===== src/rtl/fc_output_stage_pkg.sv =====
// Shared fixed-point definitions for the LSTM datapath: word geometry, FC stage
// states and sign-magnitude <-> two's complement conversion helpers.
package lstm_pkg;

  localparam int unsigned DATA_WIDTH = 32;
  localparam int unsigned FRAC_BITS  = 16;
  localparam int unsigned UNITS      = 4;
  localparam logic [DATA_WIDTH-1:0] ONE_FX = DATA_WIDTH'(1) << FRAC_BITS;

  // Product magnitude after the fractional shift, and a worst-case accumulator
  // wide enough for UNITS products plus the bias without wrapping.
  localparam int unsigned PROD_W = 2 * (DATA_WIDTH - 1) - FRAC_BITS;
  localparam int unsigned ACC_W  = 2 * DATA_WIDTH - 1 - FRAC_BITS + $clog2(UNITS + 1) + 1;

  localparam logic signed [ACC_W-1:0] SAT_MAX =
    $signed({{(ACC_W - DATA_WIDTH + 1){1'b0}}, {(DATA_WIDTH - 1){1'b1}}});
  localparam logic signed [ACC_W-1:0] SAT_MIN = -SAT_MAX;

  typedef enum logic [1:0] {IDLE, MAC, BIAS, OUT} fc_state_t;

  typedef struct packed {
    logic                  ovf;
    logic [DATA_WIDTH-1:0] word;
  } sm_sat_t;

  function automatic logic signed [ACC_W-1:0] sm_to_tc(input logic sign,
                                                        input logic [ACC_W-2:0] mag);
    logic signed [ACC_W-1:0] v;
    v = $signed({1'b0, mag});
    return sign ? -v : v;
  endfunction

  // Negative results are never zero here, so -0 cannot be produced.
  function automatic sm_sat_t tc_to_sm_sat(input logic signed [ACC_W-1:0] acc);
    sm_sat_t r;
    r = '0;
    if (acc > SAT_MAX) begin
      r.ovf  = 1'b1;
      r.word = {1'b0, {(DATA_WIDTH - 1){1'b1}}};
    end else if (acc < SAT_MIN) begin
      r.ovf  = 1'b1;
      r.word = '1;
    end else if (acc[ACC_W-1]) begin
      r.word = {1'b1, (DATA_WIDTH - 1)'(-acc)};
    end else begin
      r.word = {1'b0, (DATA_WIDTH - 1)'(acc)};
    end
    return r;
  endfunction

endpackage


===== src/rtl/fc_output_stage_if.sv =====
// Valid/ready bundle between the LSTM hidden-vector producer, the FC output
// stage and the prediction consumer.
interface fc_output_stage_if
  import lstm_pkg::*;
#(
  parameter int unsigned DATA_WIDTH = lstm_pkg::DATA_WIDTH,
  parameter int unsigned UNITS      = lstm_pkg::UNITS
);
  logic                        in_valid;
  logic                        in_ready;
  logic [UNITS*DATA_WIDTH-1:0] ht_in;
  logic [UNITS*DATA_WIDTH-1:0] w_fc;
  logic [DATA_WIDTH-1:0]       b_fc;
  logic                        pred_valid;
  logic                        pred_ready;
  logic [DATA_WIDTH-1:0]       pred;
  logic                        pred_ovf;

  modport master (
    output in_valid, ht_in, w_fc, b_fc, pred_ready,
    input  in_ready, pred_valid, pred, pred_ovf
  );

  modport slave (
    input  in_valid, ht_in, w_fc, b_fc, pred_ready,
    output in_ready, pred_valid, pred, pred_ovf
  );
endinterface


===== src/rtl/fc_output_stage_sm_mult.sv =====
// Combinational sign-magnitude fixed-point multiplier; magnitude truncates toward
// zero and a zero magnitude always carries a positive sign.
module sm_mult #(
  parameter int unsigned DATA_WIDTH = lstm_pkg::DATA_WIDTH,
  parameter int unsigned FRAC_BITS  = lstm_pkg::FRAC_BITS
) (
  input  logic [DATA_WIDTH-1:0]                   i_a,
  input  logic [DATA_WIDTH-1:0]                   i_b,
  output logic                                    o_sign,
  output logic [2*(DATA_WIDTH-1)-FRAC_BITS-1:0]   o_mag
);
  localparam int unsigned FULL_W = 2 * (DATA_WIDTH - 1);
  localparam int unsigned MAG_W  = FULL_W - FRAC_BITS;

  logic [FULL_W-1:0] w_full;

  assign w_full = FULL_W'(i_a[DATA_WIDTH-2:0]) * FULL_W'(i_b[DATA_WIDTH-2:0]);
  assign o_mag  = MAG_W'(w_full >> FRAC_BITS);
  assign o_sign = (i_a[DATA_WIDTH-1] ^ i_b[DATA_WIDTH-1]) && (o_mag != '0);
endmodule


===== src/rtl/fc_output_stage.sv =====
// Sequential dense output layer: pred = sum(ht[i]*w[i]) + b using one shared
// sign-magnitude multiplier, with saturating output and valid/ready on both sides.
module fc_output_stage
  import lstm_pkg::*;
#(
  parameter int unsigned DATA_WIDTH = lstm_pkg::DATA_WIDTH,
  parameter int unsigned FRAC_BITS  = lstm_pkg::FRAC_BITS,
  parameter int unsigned UNITS      = lstm_pkg::UNITS
) (
  input  logic              clk,
  input  logic              rst,
  fc_output_stage_if.slave  fc
);
  localparam int unsigned PW = 2 * (DATA_WIDTH - 1) - FRAC_BITS;
  localparam int unsigned IW = (UNITS > 1) ? $clog2(UNITS) : 1;

  fc_state_t                   r_state;
  logic [IW-1:0]               r_idx;
  logic [UNITS*DATA_WIDTH-1:0] r_ht;
  logic [UNITS*DATA_WIDTH-1:0] r_w;
  logic [DATA_WIDTH-1:0]       r_b;
  logic signed [ACC_W-1:0]     r_acc;
  logic [DATA_WIDTH-1:0]       r_pred;
  logic                        r_pred_ovf;
  logic                        r_pred_valid;

  logic                        w_sign;
  logic [PW-1:0]               w_mag;
  logic signed [ACC_W-1:0]     w_prod_tc;
  logic signed [ACC_W-1:0]     w_bias_tc;
  logic signed [ACC_W-1:0]     w_sum;
  sm_sat_t                     w_sat;

  sm_mult #(
    .DATA_WIDTH (DATA_WIDTH),
    .FRAC_BITS  (FRAC_BITS)
  ) u_mult (
    .i_a    (r_ht[r_idx*DATA_WIDTH +: DATA_WIDTH]),
    .i_b    (r_w[r_idx*DATA_WIDTH +: DATA_WIDTH]),
    .o_sign (w_sign),
    .o_mag  (w_mag)
  );

  assign w_prod_tc = sm_to_tc(w_sign, (ACC_W - 1)'(w_mag));
  assign w_bias_tc = sm_to_tc(r_b[DATA_WIDTH-1], (ACC_W - 1)'(r_b[DATA_WIDTH-2:0]));
  assign w_sum     = r_acc + w_bias_tc;
  assign w_sat     = tc_to_sm_sat(w_sum);

  assign fc.in_ready   = (r_state == IDLE) && !rst;
  assign fc.pred_valid = r_pred_valid;
  assign fc.pred       = r_pred;
  assign fc.pred_ovf   = r_pred_ovf;

  always_ff @(posedge clk) begin
    if (rst) begin
      r_state      <= IDLE;
      r_idx        <= '0;
      r_ht         <= '0;
      r_w          <= '0;
      r_b          <= '0;
      r_acc        <= '0;
      r_pred       <= '0;
      r_pred_ovf   <= 1'b0;
      r_pred_valid <= 1'b0;
    end else begin
      case (r_state)
        IDLE: if (fc.in_valid) begin
          r_ht    <= fc.ht_in;
          r_w     <= fc.w_fc;
          r_b     <= fc.b_fc;
          r_acc   <= '0;
          r_idx   <= '0;
          r_state <= MAC;
        end
        MAC: begin
          r_acc <= r_acc + w_prod_tc;
          if (r_idx == IW'(UNITS - 1)) r_state <= BIAS;
          else                         r_idx   <= r_idx + 1'b1;
        end
        BIAS: begin
          r_acc        <= w_sum;
          r_pred       <= w_sat.word;
          r_pred_ovf   <= w_sat.ovf;
          r_pred_valid <= 1'b1;
          r_state      <= OUT;
        end
        OUT: if (fc.pred_ready) begin
          r_pred_valid <= 1'b0;
          r_state      <= IDLE;
        end
        default: r_state <= IDLE;
      endcase
    end
  end
endmodule

===== src/flat_wrapper.sv =====
// flat-port wrapper written by rule: the top's interface ports become plain ports
module fc_output_stage_flat import lstm_pkg::*;
#(
  parameter int unsigned DATA_WIDTH = lstm_pkg::DATA_WIDTH,
  parameter int unsigned FRAC_BITS  = lstm_pkg::FRAC_BITS,
  parameter int unsigned UNITS      = lstm_pkg::UNITS
)
  (clk, rst, fc_in_valid, fc_ht_in, fc_w_fc, fc_b_fc, fc_pred_ready, fc_in_ready, fc_pred_valid, fc_pred, fc_pred_ovf);
  fc_output_stage_if #(.DATA_WIDTH(DATA_WIDTH), .UNITS(UNITS)) fc_i ();
  input  logic clk;
  input  logic rst;
  input wire logic [$bits(fc_i.in_valid)-1:0] fc_in_valid;
  input wire logic [$bits(fc_i.ht_in)-1:0] fc_ht_in;
  input wire logic [$bits(fc_i.w_fc)-1:0] fc_w_fc;
  input wire logic [$bits(fc_i.b_fc)-1:0] fc_b_fc;
  input wire logic [$bits(fc_i.pred_ready)-1:0] fc_pred_ready;
  output wire logic [$bits(fc_i.in_ready)-1:0] fc_in_ready;
  output wire logic [$bits(fc_i.pred_valid)-1:0] fc_pred_valid;
  output wire logic [$bits(fc_i.pred)-1:0] fc_pred;
  output wire logic [$bits(fc_i.pred_ovf)-1:0] fc_pred_ovf;
  assign fc_i.in_valid = fc_in_valid;
  assign fc_i.ht_in = fc_ht_in;
  assign fc_i.w_fc = fc_w_fc;
  assign fc_i.b_fc = fc_b_fc;
  assign fc_i.pred_ready = fc_pred_ready;
  assign fc_in_ready = fc_i.in_ready;
  assign fc_pred_valid = fc_i.pred_valid;
  assign fc_pred = fc_i.pred;
  assign fc_pred_ovf = fc_i.pred_ovf;
  fc_output_stage #(.DATA_WIDTH(DATA_WIDTH), .FRAC_BITS(FRAC_BITS), .UNITS(UNITS)) u_core (.clk(clk), .rst(rst), .fc(fc_i));
endmodule

===== config.mk =====
export PLATFORM = sky130hd
export DESIGN_NAME = fc_output_stage_flat
export DESIGN_NICKNAME = d
export VERILOG_FILES = /design/src/rtl/fc_output_stage_pkg.sv /design/src/rtl/fc_output_stage_if.sv /design/src/rtl/fc_output_stage_sm_mult.sv /design/src/rtl/fc_output_stage.sv /design/src/flat_wrapper.sv
export SDC_FILE = /design/constraint.sdc
export NUM_CORES = 2
export LEC_CHECK = 0
export CORE_MARGIN = 2
export CORE_UTILIZATION = 57
export CTS_BUF_LIST = sky130_fd_sc_hd__clkbuf_4
export CTS_CLUSTER_SIZE = 12
export DETAILED_ROUTE_END_ITERATION = 8
export GPL_TIMING_DRIVEN = 0
export MAX_ROUTING_LAYER = met4
export PLACE_DENSITY = 0.8
export SLEW_MARGIN = 10
export SYNTH_ARGS = -nofsm -noshare
export SYNTH_HDL_FRONTEND = slang
export SYNTH_HIERARCHICAL = 1
export SYNTH_SLANG_ARGS = --single-unit

===== constraint.sdc =====
create_clock -name clk -period 14.1 [get_ports clk]
set_input_delay 2.82 -clock clk [delete_from_list [all_inputs] [get_ports clk]]
set_output_delay 2.82 -clock clk [all_outputs]
set_load 0.02 [all_outputs]

Figure 1. Clock network drawn from the DEF.
Drawn at 1 px/um.
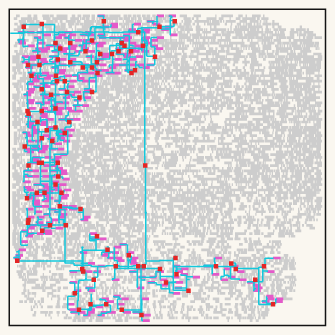
Key: red = cells driving clock nets [count 96]; magenta = flip-flops [count 377]; cyan = clock wires [length 5290 um]
There are 97 routed clock nets.
clk ins delay skew pair: 960 ps
power of the clock network: 0.000959 W
Worst Skew: 94.8 ps

Figure 2. Floorplan with the power grid.
Drawn at 1 px/um. Pins as bars on the die edge.
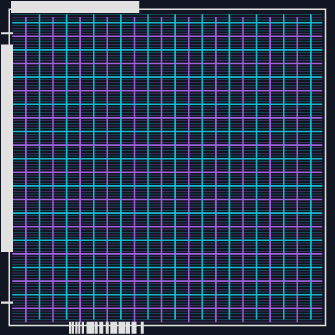
Key: purple = VSS; cyan = VDD
327 signal pins sit on the boundary. The core has 113 rows. 22 straps on met4. 114 met1 rails follow the rows.
standard cell core area: 95300 um2
Die X-Extent: 315 um
chip height: 315 um
maximum ir drop on the vdd rail: 0.171 mV

Figure 3. Signal wires by layer.
Drawn at 1.5 px/um.
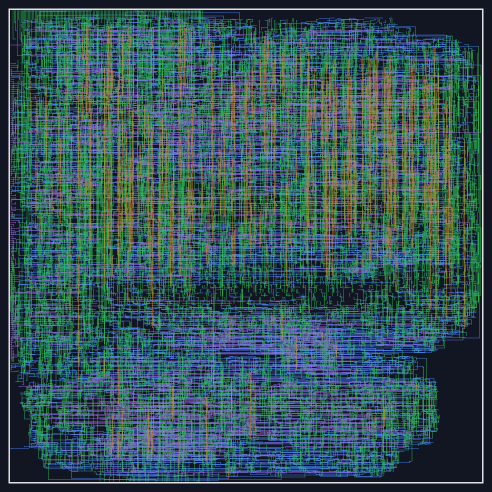
Key: orange = met4 [wire length 15800 um]; blue = met1 [wire length 81.5 mm]; purple = met3 [wire length 31.4 mm]; green = met2 [wire length 91.3 mm]
WL final: 220000 um
gr usage total: 0.452
detail-routed net length per standard cell: 26.4 um

Figure 4. Clock nets.
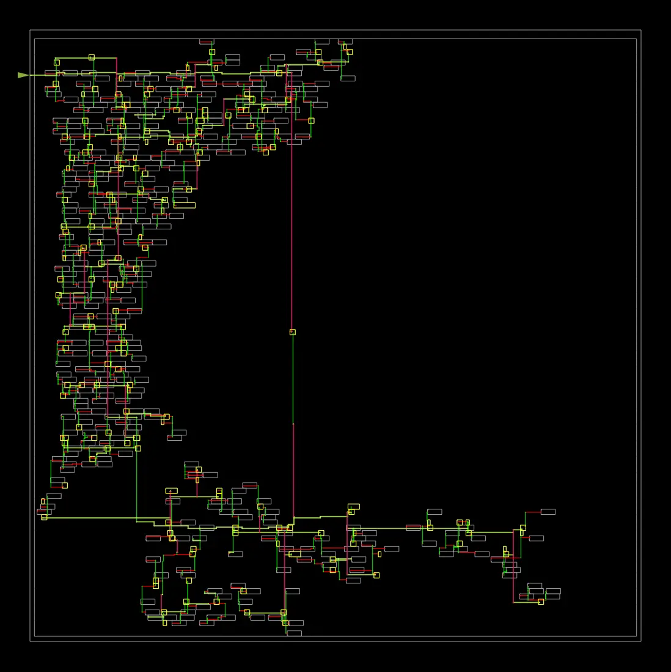
final-layout clock buffer total: 132
Num CTS Buffers: 96
sinks on the clock net: 377

==> notes.md <==
Flow results follow.

The slack of the critical path is 114 ps. The routed length on met3 is 31400 um. Per the detail_route report, DRC violations left total 0. For this block, the via count after detailed routing is around 52000. The class occupying the most area after layout is reported as multi-input combinational cells. The area fraction of the largest cell type after synthesis is 0.305.

For the completed layout, the total cell area is recorded as 62100 um2. Counting flops and latches in the post-synthesis netlist gives 377. According to the report, the first pass of detailed routing completed in 7 iterations. The final tally of max-slew violations is 0. The initial antenna violation count was 18.

The largest net degree at the start of global routing is 19. The total cells reported by yosys after synthesis is 6525. The number of design-rule violations left by the first detailed-router iteration is 6935. The met2 usage is 0.625. The buffering stage count on the worst path with inverters included is 7. about 4900 cells are multi-input combinational gates.

After clock tree synthesis, the repair step resized 177 gates. The area of the synthesized netlist per yosys stat is 55000 um2. The via count of the first global-routing pass is 51068. The ratio of final minimum period to clock period is 0.992.

Leaving out buffers and inverters, the combinational logic in the layout accounts for 43300 um2. The root buffer cell is clkbuf_4. In this run the power spent charging and discharging nets is just over 0.007 W.

Of the total power, combinational logic draws 0.796. The leading cell type in the layout, fill and taps excluded is nand2_1. In the Yosys stats the netlist draws on 106 distinct library cells.

The maximum fanout count along the critical path is 10. The layout summary lists the proportion of cells stronger than drive strength 1 as 0.0681. In the finished design the tool counted flip-flops and latches totalling 377. The number of cell instances on the worst register-to-register path is between 40 and 50. The flow ran to the end, and the final reports show no timing, DRC or antenna violations. The most frequent cell on the critical path is fa_1. The adder-cell area share of the yosys netlist is 0.388.

The clock transition time at the flip-flop clock pins of the worst setup and hold paths is about 70 ps. TritonCTS built the clock tree. The number of maximum-capacitance violations recorded for the run is 0.

The worst hold path belongs to the class register to register. Buffers placed on the I/O ports in this run total 325. The area fraction in mux cells is 0.0283. The power drawn by the sequential cells is 0.00148 W.
No activity file was given, so power comes from the tool's default toggle rates.
